==> src/rtl/clk_div_ctrl.sv <==
// Programmable single-edge clock divider whose ratio changes are applied only at period
// boundaries, followed by a forced-low settle window. Define CLK_DIV_CTRL_PCNT_EN to add period_cnt.
module clk_div_ctrl #(
    parameter int CNT_W      = 4,
    parameter int DEF_DIV    = 2,
    parameter int SETTLE_CYC = 2
) (
    input  logic             clk_in,
    input  logic             rst,
    input  logic             en,
    input  logic             cfg_valid,
    input  logic [CNT_W-1:0] cfg_div,
    output logic             cfg_ready,
    output logic             cfg_err,
    output logic             div_clk_out,
    output logic             tick,
    output logic [CNT_W-1:0] cur_div,
    output logic             busy
`ifdef CLK_DIV_CTRL_PCNT_EN
    ,
    output logic [15:0]      period_cnt
`endif
);

    localparam logic [1:0] S_IDLE   = 2'd0;
    localparam logic [1:0] S_RUN    = 2'd1;
    localparam logic [1:0] S_DRAIN  = 2'd2;
    localparam logic [1:0] S_SETTLE = 2'd3;

    localparam int            SC_W    = (SETTLE_CYC > 1) ? $clog2(SETTLE_CYC) : 1;
    localparam logic [SC_W-1:0] SC_LAST = SC_W'(SETTLE_CYC - 1);

    logic [1:0]       state, state_n;
    logic [CNT_W-1:0] cnt, cnt_n, cnt_inc;
    logic [CNT_W-1:0] div_n;
    logic [CNT_W-1:0] pend, pend_n;
    logic             pend_v, pend_v_n;
    logic [SC_W-1:0]  scnt, scnt_n;
    logic             accept, legal, wrap;
    logic             err_n, run_n, clk_n, tick_n;

    assign cfg_ready = (state == S_IDLE) || (state == S_RUN);
    assign busy      = (state != S_IDLE);
    assign accept    = cfg_valid && cfg_ready;
    assign legal     = (cfg_div >= CNT_W'(2));
    assign wrap      = (cnt == cur_div - CNT_W'(1));
    assign cnt_inc   = wrap ? '0 : cnt + CNT_W'(1);

    // NOTE: every variable gets a default before the case so no path leaves one unassigned (no latches).
    always_comb begin
        state_n  = state;
        cnt_n    = cnt;
        div_n    = cur_div;
        pend_n   = pend;
        pend_v_n = pend_v;
        scnt_n   = scnt;
        err_n    = accept && !legal;

        case (state)
            S_IDLE: begin
                cnt_n = '0;
                if (accept && legal) div_n = cfg_div;
                if (en) state_n = S_RUN;
            end
            S_RUN: begin
                cnt_n = cnt_inc;
                if (accept && legal) begin
                    pend_n   = cfg_div;
                    pend_v_n = 1'b1;
                    state_n  = S_DRAIN;
                end else if (!en) begin
                    pend_v_n = 1'b0;
                    state_n  = S_DRAIN;
                end
            end
            S_DRAIN: begin
                cnt_n = cnt_inc;
                if (wrap) begin
                    pend_v_n = 1'b0;
                    if (pend_v) begin
                        div_n   = pend;
                        state_n = en ? S_SETTLE : S_IDLE;
                    end else begin
                        state_n = en ? S_RUN : S_IDLE;
                    end
                end
            end
            default: begin
                cnt_n  = '0;
                scnt_n = scnt + SC_W'(1);
                if (scnt == SC_LAST) begin
                    scnt_n  = '0;
                    state_n = en ? S_RUN : S_IDLE;
                end
            end
        endcase

        // Outputs are decoded from the next state so the registers line up with cnt/cur_div.
        run_n  = (state_n == S_RUN) || (state_n == S_DRAIN);
        clk_n  = run_n && (cnt_n < (div_n >> 1));
        tick_n = run_n && (cnt_n == div_n - CNT_W'(1));
    end

    // NOTE: sequential state uses non-blocking assignments so all registers update together.
    always_ff @(posedge clk_in or posedge rst) begin
        if (rst) begin
            state       <= S_IDLE;
            cnt         <= '0;
            cur_div     <= CNT_W'(DEF_DIV);
            pend        <= '0;
            pend_v      <= 1'b0;
            scnt        <= '0;
            div_clk_out <= 1'b0;
            tick        <= 1'b0;
            cfg_err     <= 1'b0;
        end else begin
            state       <= state_n;
            cnt         <= cnt_n;
            cur_div     <= div_n;
            pend        <= pend_n;
            pend_v      <= pend_v_n;
            scnt        <= scnt_n;
            div_clk_out <= clk_n;
            tick        <= tick_n;
            cfg_err     <= err_n;
        end
    end

`ifdef CLK_DIV_CTRL_PCNT_EN
    logic div_load;
    assign div_load = ((state == S_IDLE) && accept && legal) ||
                      ((state == S_DRAIN) && wrap && pend_v);

    // A ratio load wins over a coincident tick so the count restarts for the new ratio.
    always_ff @(posedge clk_in or posedge rst) begin
        if (rst) begin
            period_cnt <= '0;
        end else if (div_load) begin
            period_cnt <= '0;
        end else if (tick && (period_cnt != 16'hFFFF)) begin
            period_cnt <= period_cnt + 16'd1;
        end
    end
`endif

endmodule

==> config.mk <==
export PLATFORM = sky130hd
export DESIGN_NAME = clk_div_ctrl
export DESIGN_NICKNAME = d
export VERILOG_FILES = /design/src/rtl/clk_div_ctrl.sv
export SDC_FILE = /design/constraint.sdc
export NUM_CORES = 1
export LEC_CHECK = 0
export CORE_MARGIN = 2
export CORE_UTILIZATION = 59
export DETAILED_ROUTE_END_ITERATION = 7
export HOLD_SLACK_MARGIN = 0.12
export PLACE_DENSITY = 0.82
export SYNTH_ARGS = -nofsm -noshare
export SYNTH_HDL_FRONTEND = slang
export SYNTH_SLANG_ARGS = --single-unit
==> constraint.sdc <==
create_clock -name clk_in -period 5.1 [get_ports clk_in]
set_input_delay 1.02 -clock clk_in [delete_from_list [all_inputs] [get_ports clk_in]]
set_output_delay 1.02 -clock clk_in [all_outputs]
set_load 0.01 [all_outputs]
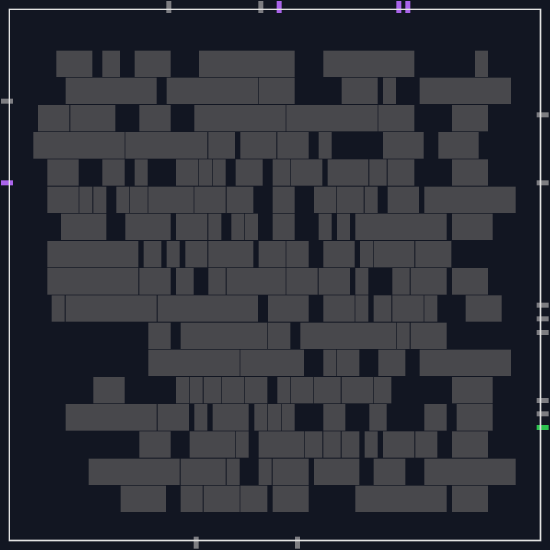
io_placement.png
Scale: 10 px per um. Pins as bars across the die edge, other pins in grey.
colour	port	pins	direction	edge
green	cfg_ready	1	output	right
purple	cur_div	4	output	3 top, 1 left
all pins by edge	8 right, 5 top, 2 bottom, 2 left

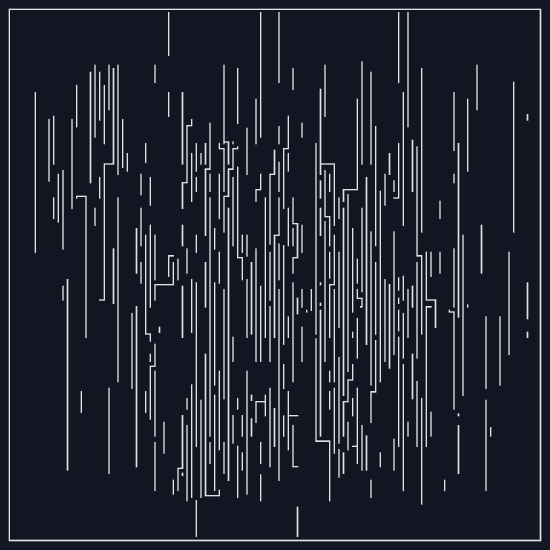
layer_met2.png
Scale: 10 px per um.
main direction	vertical
longest straight run	27.2 um
share of all routed wire	51%

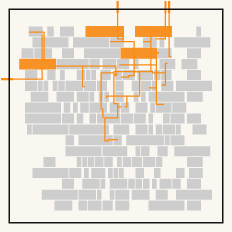
io_fan.png
Scale: 4 px per um.
colour	port	bits	direction	edge	end cells	buffers	wire
orange	cur_div	4	output	3 top, 1 left	4	4	229 um

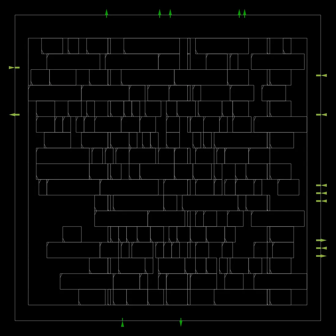
placement.png
final sequential cell count: 19
Rows: 17

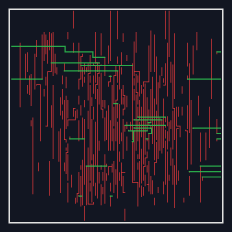
wires.png
Scale: 4 px per um. Two of the layers only.
colour	layer	wire length
green	metal 3	156 um
red	metal 2	1580 um

==> changes_impl.md <==
### Metrics

- CTS H-tree lvls: 1
- CP Max Fanout: 7
- Commonest cells in the netlist: dfrtp_1, inv_1, nand2_1
- Initial antenna violation count: 0
- RR Endpoint: tick
- VDD IR max: 0.412 mV
- HP Class: flop to flop
- Initial Utilization: 0.634
- Max incr delay on CP: 600 ps
- Slowest cell on the critical path: clkdlybuf4s50_1
- DRC: 0
- Clk buf depth: 2
- Synth area leaders: dfrtp_1, ha_1, inv_1
- Power Internal: 564 uW
- Crit path DAT: around 3800 ps
- Tmin final: 3590 ps
- Chip area: 0.00281 mm2
- 1st-iter DRT viols: 37
- NonClk Buf Share: 0.0995
- Final Core Density: 0.721
- Status: finished, final reports clean
- Number of fill cells: 183
- Clock buffers and inverters, area share: 0.0171
- Endpoints failing setup: 0
- HP Start: pend[0]
- M2 GR Usage: 0.454
- Xor/xnor share: 0.126
- Critical path capture point: tick
- Psw: 490 uW
- Top logic family: AND-OR/OR-AND gates
- Hold Path Depth: 1
- Sequential cell area: 477 um2
- Reg2reg start: state[0]
- Post-route clock skew: roughly 1.1 ps
- Fa+ha+maj area frac: 0.0796
- Share of layout cells above drive strength 1: 0.133
- WS Path Type: primary input to flop
- Most frequent logic cells in the routed design: dfrtp_1, inv_1, clkdlybuf4s50_1
- Post-CTS setup buffer count: 0
- Yosys chip area: 0.00142 mm2
- DIE HEIGHT: 53.0 um
- Met1 Track Usage GR: 0.316
- Syn Std Cell Area: 0.00142 mm2
- Flip-flops with a built-in enable: 0
- Primary FF master, synth: dfrtp_1
- Seq pwr share: 0.274
- Total congestion overflow: 0
- Pin count of the biggest net entering global routing: 20
- Logic area: about 850 um2
- M1 WL: 1.33 mm
- Final hold violation count: 0
- Clock root buffer master: clkbuf_4
- HPWL after DPL: 2.38 mm
- Hold Path Sink: pend[0]
- Max cap viols: 0
- Die X: 53.0 um
- Vias/cell: 6.17
- IO Pins: 17
- Avg Synthesized Cell Area: 9.90 um2
- Clk sink count: 19
- Post-DR wirelength/cell: 16.8 um
- Invs w/o clock: 16
- Clk_lat worst skew: 310 ps
- Worst path bufs/invs: 1
- Nets: roughly 180
- Top Layer Used: met4
- Area Overhead vs Synth: 13.8%
- Final Cell Area: 0.00161 mm2
- Crit path max-delay family: AND-OR/OR-AND gates
- CP endpoint kind: flop
- GRT Max-Usage Layer: met2
- Leading cell kind: multi-input combinational cells
- Count leader, synth: dfrtp_1
- Post-synth top area cell: dfrtp_1
- Critical path, cell by cell: clkdlybuf4s50_1, o21ai_1, nor2_1, mux2_1, a221oi_4, xnor3_1, or3_1, a211oi_2
- Pins Over Slew Limit: 0
- GP Congestion: 0.880
- Seq group: 289 uW
- Leak pwr: 0.720 nW
- Comb gates: just over 100
[kinds of logic (layout without fill, tap and decap cells)]
kind of cell	Yosys count	count (layout)
xor gates and xnor gates	14	14
AOI/OAI and AO/OA	31	31
muxes	5	5
and+or+nand+nor	44	44
buffers and inverters	21	36
adders and majority gates	9	9
DFF	19	19
[per-stage QoR]
step / hold WS (ps) / setup slack, ps
2_1_floorplan: 479 / 2030
3_3_place_gp: 489 / 1320
3_5_place_dp: 517 / 1220
4_1_cts: 542 / 1550
5_1_grt: 561 / 1330
6_report: 539 / 1510
[state kept, by name, indices dropped and copies added, names as in the netlist]
| signal | flops |
|---|---|
| cnt | 4 |
| cur_div | 4 |
| pend | 4 |
| state | 2 |
| cfg_err | 1 |
| div_clk_out | 1 |
| pend_v | 1 |
| scnt | 1 |
| tick | 1 |
No activity file was given, so power comes from the tool's default toggle rates.
